Figure 1. Clock distribution (run 1).
Bar = 20 microns.
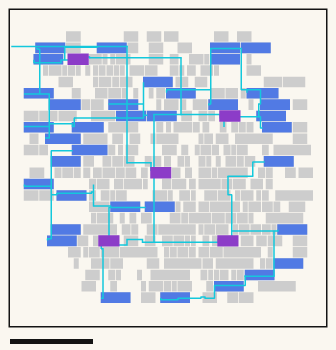
Figure 2. Ports around the boundary (run 1).
Pins as bars across the die edge, other pins in gray.
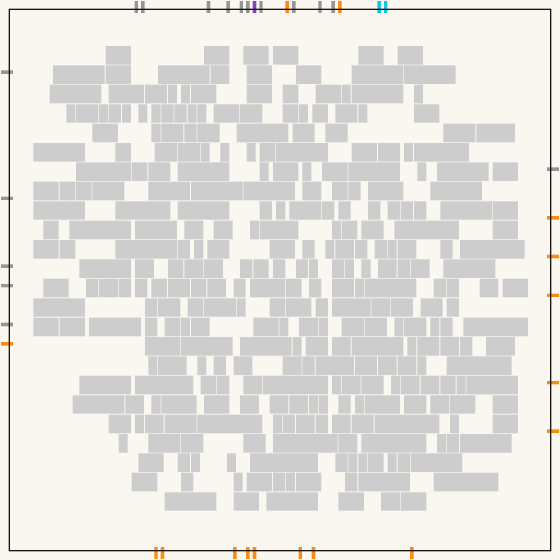
Figure 3. Met3 routing (run 1).
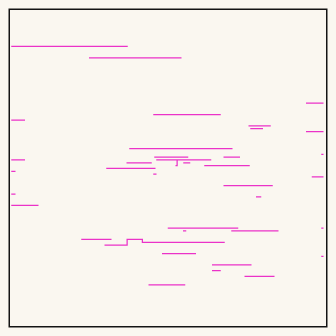
`config.mk`:
```
export PLATFORM = sky130hd
export DESIGN_NAME = quadrature_decoder_flat
export DESIGN_NICKNAME = d
export VERILOG_FILES = /design/src/rtl/quadrature_decoder_if.sv /design/src/rtl/quadrature_decoder.sv /design/src/flat_wrapper.sv
export SDC_FILE = /design/constraint.sdc
export NUM_CORES = 1
export LEC_CHECK = 0
export ABC_CLOCK_PERIOD_IN_PS = 2600
export CORE_MARGIN = 3
export CORE_UTILIZATION = 43
export DETAILED_ROUTE_END_ITERATION = 8
export GPL_TIMING_DRIVEN = 0
export PLACE_DENSITY = 0.69
export SYNTH_ARGS = -nofsm -noshare
export SYNTH_HDL_FRONTEND = slang
export SYNTH_SLANG_ARGS = --single-unit
```
`constraint.sdc`:
```
create_clock -name clk -period 2.6 [get_ports clk]
set_clock_uncertainty 0.05 [all_clocks]
set_input_delay 0.52 -clock clk [delete_from_list [all_inputs] [get_ports clk]]
set_output_delay 0.52 -clock clk [all_outputs]
set_load 0.01 [all_outputs]
```
`src/rtl/quadrature_decoder_if.sv`:
```
// quadrature_decoder_if
//   Bundles the quadrature decoder's pin-side inputs and decoded outputs.
//   master : the source side (drives A/B and pos_clear, observes results)
//   slave  : the decoder itself
// Signals:
//   A, B       phase pair, asynchronous to clk
//   pos_clear  synchronous clear of the position count only
//   step_cw    one-cycle pulse per clockwise step
//   step_ccw   one-cycle pulse per counter-clockwise step
//   err        one-cycle pulse per illegal (both-bits-changed) transition
//   dir        last valid direction, 1 = clockwise
//   position   signed, wrapping step count (POS_W bits)
//   err_count  saturating illegal-transition count (ERR_W bits)
//   dbg_warm   warm-up counter state, 3 = decoding enabled
// Handshake: there is no valid/ready pair; every output is registered and
//   qualified only by the clock. Pulses are high for exactly one cycle.
interface quadrature_decoder_if #(
  parameter int POS_W = 16,
  parameter int ERR_W = 8
);
  logic             A;
  logic             B;
  logic             pos_clear;
  logic             step_cw;
  logic             step_ccw;
  logic             err;
  logic             dir;
  logic [POS_W-1:0] position;
  logic [ERR_W-1:0] err_count;
  logic [1:0]       dbg_warm;

  modport master (
    output A, B, pos_clear,
    input  step_cw, step_ccw, err, dir, position, err_count, dbg_warm
  );

  modport slave (
    input  A, B, pos_clear,
    output step_cw, step_ccw, err, dir, position, err_count, dbg_warm
  );
endinterface

```
`src/rtl/quadrature_decoder.sv`:
```
// quadrature_decoder
//   Synchronizes an asynchronous A/B quadrature pair into clk, decodes each
//   Gray-code transition into a clockwise or counter-clockwise step, and keeps
//   a wrapping signed position, last direction and a saturating error count.
// Ports:
//   clk  system clock, rising edge
//   rst  synchronous, active-high reset
//   bus  quadrature_decoder_if.slave (A, B, pos_clear in; pulses, dir,
//        position, err_count, dbg_warm out)
// Latency: an A/B change set up before edge n is visible on the outputs
//   after edge n+2.
module quadrature_decoder #(
  parameter int POS_W = 16,
  parameter int ERR_W = 8
) (
  input logic                  clk,
  input logic                  rst,
  quadrature_decoder_if.slave  bus
);

  // Warm-up counter: 0..2 means still settling, WARM_DONE means decoding.
  localparam logic [1:0] WARM_DONE = 2'd3;

  logic [1:0]       r_s1;
  logic [1:0]       r_s2;
  logic [1:0]       r_prev;
  logic [1:0]       r_warm;
  logic             r_step_cw;
  logic             r_step_ccw;
  logic             r_err;
  logic             r_dir;
  logic [POS_W-1:0] r_position;
  logic [ERR_W-1:0] r_err_count;

  logic w_active;
  logic w_cw;
  logic w_ccw;
  logic w_bad;

  assign w_active = (r_warm == WARM_DONE);

  // Phase is {A,B}. Clockwise order is 00 -> 10 -> 11 -> 01 -> 00; any other
  // single-bit change is counter-clockwise, and a two-bit change is illegal.
  always_comb begin
    w_cw  = 1'b0;
    w_ccw = 1'b0;
    w_bad = 1'b0;
    if (w_active && (r_prev != r_s2)) begin
      if ((r_prev ^ r_s2) == 2'b11) begin
        w_bad = 1'b1;
      end else begin
        case ({r_prev, r_s2})
          4'b00_10, 4'b10_11, 4'b11_01, 4'b01_00: w_cw  = 1'b1;
          default:                                w_ccw = 1'b1;
        endcase
      end
    end
  end

  always_ff @(posedge clk) begin
    if (rst) begin
      r_s1        <= 2'b00;
      r_s2        <= 2'b00;
      r_prev      <= 2'b00;
      r_warm      <= 2'd0;
      r_step_cw   <= 1'b0;
      r_step_ccw  <= 1'b0;
      r_err       <= 1'b0;
      r_dir       <= 1'b1;
      r_position  <= '0;
      r_err_count <= '0;
    end else begin
      r_s1   <= {bus.A, bus.B};
      r_s2   <= r_s1;
      r_prev <= r_s2;

      // prev keeps tracking s2 during warm-up, so whatever level A/B held at
      // reset release becomes the baseline instead of a bogus transition.
      if (!w_active) begin
        r_warm <= r_warm + 2'd1;
      end

      r_step_cw  <= w_cw;
      r_step_ccw <= w_ccw;
      r_err      <= w_bad;

      if (w_cw) begin
        r_dir <= 1'b1;
      end else if (w_ccw) begin
        r_dir <= 1'b0;
      end

      // Clear wins over a same-cycle step; the step still pulses and sets dir.
      if (bus.pos_clear) begin
        r_position <= '0;
      end else if (w_cw) begin
        r_position <= r_position + POS_W'(1);
      end else if (w_ccw) begin
        r_position <= r_position - POS_W'(1);
      end

      if (w_bad && (r_err_count != {ERR_W{1'b1}})) begin
        r_err_count <= r_err_count + ERR_W'(1);
      end
    end
  end

  assign bus.step_cw   = r_step_cw;
  assign bus.step_ccw  = r_step_ccw;
  assign bus.err       = r_err;
  assign bus.dir       = r_dir;
  assign bus.position  = r_position;
  assign bus.err_count = r_err_count;
  assign bus.dbg_warm  = r_warm;

endmodule

```
`src/flat_wrapper.sv`:
```
// flat-port wrapper written by rule: the top's interface ports become plain ports
module quadrature_decoder_flat 
#(
  parameter int POS_W = 16,
  parameter int ERR_W = 8
)
  (clk, rst, bus_A, bus_B, bus_pos_clear, bus_step_cw, bus_step_ccw, bus_err, bus_dir, bus_position, bus_err_count, bus_dbg_warm);
  quadrature_decoder_if #(.POS_W(POS_W), .ERR_W(ERR_W)) bus_i ();
  input logic clk;
  input logic rst;
  input wire logic [$bits(bus_i.A)-1:0] bus_A;
  input wire logic [$bits(bus_i.B)-1:0] bus_B;
  input wire logic [$bits(bus_i.pos_clear)-1:0] bus_pos_clear;
  output wire logic [$bits(bus_i.step_cw)-1:0] bus_step_cw;
  output wire logic [$bits(bus_i.step_ccw)-1:0] bus_step_ccw;
  output wire logic [$bits(bus_i.err)-1:0] bus_err;
  output wire logic [$bits(bus_i.dir)-1:0] bus_dir;
  output wire logic [$bits(bus_i.position)-1:0] bus_position;
  output wire logic [$bits(bus_i.err_count)-1:0] bus_err_count;
  output wire logic [$bits(bus_i.dbg_warm)-1:0] bus_dbg_warm;
  assign bus_i.A = bus_A;
  assign bus_i.B = bus_B;
  assign bus_i.pos_clear = bus_pos_clear;
  assign bus_step_cw = bus_i.step_cw;
  assign bus_step_ccw = bus_i.step_ccw;
  assign bus_err = bus_i.err;
  assign bus_dir = bus_i.dir;
  assign bus_position = bus_i.position;
  assign bus_err_count = bus_i.err_count;
  assign bus_dbg_warm = bus_i.dbg_warm;
  quadrature_decoder #(.POS_W(POS_W), .ERR_W(ERR_W)) u_core (.clk(clk), .rst(rst), .bus(bus_i));
endmodule
```
==> results.yml, run 1 <==
# generated from flow reports
cells_and_area:
  seq_area_share_pct: 24.3
  final-comb-area_sq_um: 1520
  clock_buffers: 5
  clk_share_pct: 2.90
  logic_gate_count: 194
  drive_above_1_share_pct: 22.8
  n_antenna_cell: 0
  seq_area_sq_um: 732
  largestClassByArea: "combinational gates"
  layout.cells.most_common: "clkdlybuf4s50_1"
  largest_reg_flops: 16
  final_cell_area_sq_um: 3020
  fillers: 369
logic_synthesis:
  yosys.area_share.xor_xnor_pct: 8.74
  edf_count: 0
  syn-instance-count: 249
  synth_area_per_cell_sq_um: 8.39
  compound_area_share_pct: 18.7
  synth_area_sq_um: 2090
  largest_area_cell: "dfxtp_1"
  adder_share_pct: 10.5
  synth.distinct_cells: 45
  common_cells: "36 x dfxtp_1, 24 x a21oi_1, 23 x nand2_1"
  yosysTopAreaCellShare_pct: 34.5
  logic_family: "simple AND/OR/NAND/NOR gates"
  synth_dominant_cell_count: "dfxtp_1"
  synth_nets: 271
  yosys_warnings: 0
  ys_cells: 249
  async_flop_share_pct: 0
worst_setup_path:
  timing.reg2reg.setup_slack_ps: 60
  cp_slowest_cell: "dfxtp_4"
  cp.depth: 10
  arrival_ps: 2720
  startpoint: "u_core.r_prev[0]"
  r2r_end: "u_core.bus.position[15]"
  crit_required_ps: 2780
  end_kind: "register"
outcome:
  status: "completed"
routing:
  vias_per_cell: 5.42
  routed-wl-met2_mm: 2.60
  drc: 0
  drt_first_pass_iters: 4
  drt_iter0_markers: 135
power:
  p_sw_w: 0.000362
  clkPwrFrac_pct: 32.3
  power_w: 0.00125
  p_clk_w: 0.000403
  top_power_group: "registers"
  power_density_nw_per_um2: 413
hold_path:
  min_path_cells: 1
  worstHoldStart: "u_core.r_s1[0]"
  hold_class: "register to register"
  hold_end: "u_core.r_s2[0]"
die:
  core_sq_um: 4530
  dieArea_sq_um: 5730
  row_count: 24
  n_tap_cell: 65
  fp-utilization_pct: 46.1
cts:
  postCtsSetupBuffers: 8
  root_buffer: "clkbuf_8"
  cts_buffers: 5
  cts_tree: "built"
  cts_resized: 20
grt:
  grt.busiest_layer: "met2"
  grt.overflow.total: 0
  grt_max_degree: 13
  grtUsageTotal_pct: 19.3
  grt_pass1_wl_mm: 8.22
final_timing:
  whs_ps: 393
  hold_viol: 0
  max_slew_margin_pct: 55.7
  fin_crit_sh_pct: 97.9
  final_max_slew_viol_count: 0
  clock.fmax_mhz: 393
place:
  hpwl_mm: 3.43
job:
  drv_cap: 0
  tool_warnings: 27
## Picture notes: Figure 1
- cyan: clock wires (length 535 microns)
- purple: cells driving clock nets (count 5)
- blue: flip-flops (count 36)
- flops lie: spread over the die
- routed clock nets: 6

## Picture notes: Figure 2
- cyan: bus_dbg_warm (pins 2; direction output; edge top)
- purple: rst (pins 1; direction input; edge top)
- orange: bus_position (pins 16; direction output; edge 8 bottom, 5 right, 2 top, 1 left)
- all pins by edge: 15 top, 8 bottom, 6 left, 6 right
PortBufs: 34
Die H: 75.7 microns

## Picture notes: Figure 3
- share of all routed wire: 5.4%
- wire length on this layer: 290 microns
- nets with wire on the layer: 29
- main direction: horizontal
- longest straight run: 27.6 microns
drt total wl: 5.40 mm
total number of vias: 2043
grt met3 use: 5.67%

==> inputs of run 2 (changes only) <==
Settings changed: CTS_CLUSTER_SIZE from default to 8, GPL_TIMING_DRIVEN 0 to default.
==> run 2 against run 1 <==
Effect of this change: sequential power about the same; combinational power grew 3%; critical path depth unchanged; clock-buffer cell count did not move; clock power is 29% higher; die area unchanged; critical endpoint unchanged; largest cell class unchanged; largest power group unchanged.
==> results.yml, run 2 <==
# generated from flow reports
logic_synthesis:
  yosysTopAreaCellShare_pct: 34.5
  ys_cells: 249
  yosys.area_share.xor_xnor_pct: 8.74
  edf_count: 0
  synth_nets: 271
  compound_area_share_pct: 18.7
  adder_share_pct: 10.5
  async_flop_share_pct: 0
  yosys_warnings: 0
  syn-instance-count: 249
  synth.distinct_cells: 45
grt:
  grt_pass1_wl_mm: 8.20
  use_met3_pct: 4.09
  grt.overflow.total: 0
  grt.busiest_layer: "met2"
  grtUsageTotal_pct: 18.8
cells_and_area:
  drive_above_1_share_pct: 24.7
  largestClassByArea: "combinational gates"
  clock_buffers: 5
  seq_area_sq_um: 726
  n_antenna_cell: 0
  seq_area_share_pct: 23.8
  final-comb-area_sq_um: 1500
  final_cell_area_sq_um: 3060
routing:
  drc: 0
  drt_iter0_markers: 176
  vias_per_cell: 5.29
  wirelength_mm: 5.59
  routed-via-count: 2014
  drt_first_pass_iters: 4
final_timing:
  fin_crit_sh_pct: 97.7
  final_max_slew_viol_count: 0
  hold_viol: 0
  whs_ps: 395
place:
  portBuffers: 34
  hpwl_mm: 3.70
cts:
  cts_tree: "built"
  cts_resized: 5
  root_buffer: "clkbuf_8"
  cts_buffers: 5
hold_path:
  worstHoldStart: "u_core.r_s1[0]"
  hold_class: "register to register"
  hold_end: "u_core.r_s2[0]"
power:
  power_w: 0.00137
  power_density_nw_per_um2: 449
  top_power_group: "registers"
  p_clk_w: 0.000520
  p_sw_w: 0.000379
die:
  fp-utilization_pct: 46.1
  n_tap_cell: 65
  dieArea_sq_um: 5730
  core_sq_um: 4530
  row_count: 24
worst_setup_path:
  arrival_ps: 2720
  cp.depth: 10
  end_kind: "register"
  timing.reg2reg.setup_slack_ps: 60
job:
  drv_cap: 0
  tool_warnings: 29
outcome:
  status: "completed"
Figure 4. Placement density heat map (run 2).
The die is cut into 8 by 8 equal tiles; white is low, dark blue is high, 0 to 100% covered.
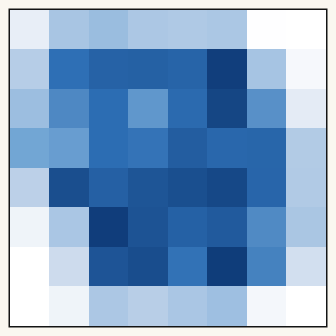
- tiles over 75% full: 38%
- nearly empty tiles: 7.8%
- mean over tiles: 52%

Power and IR drop assume default switching activity.
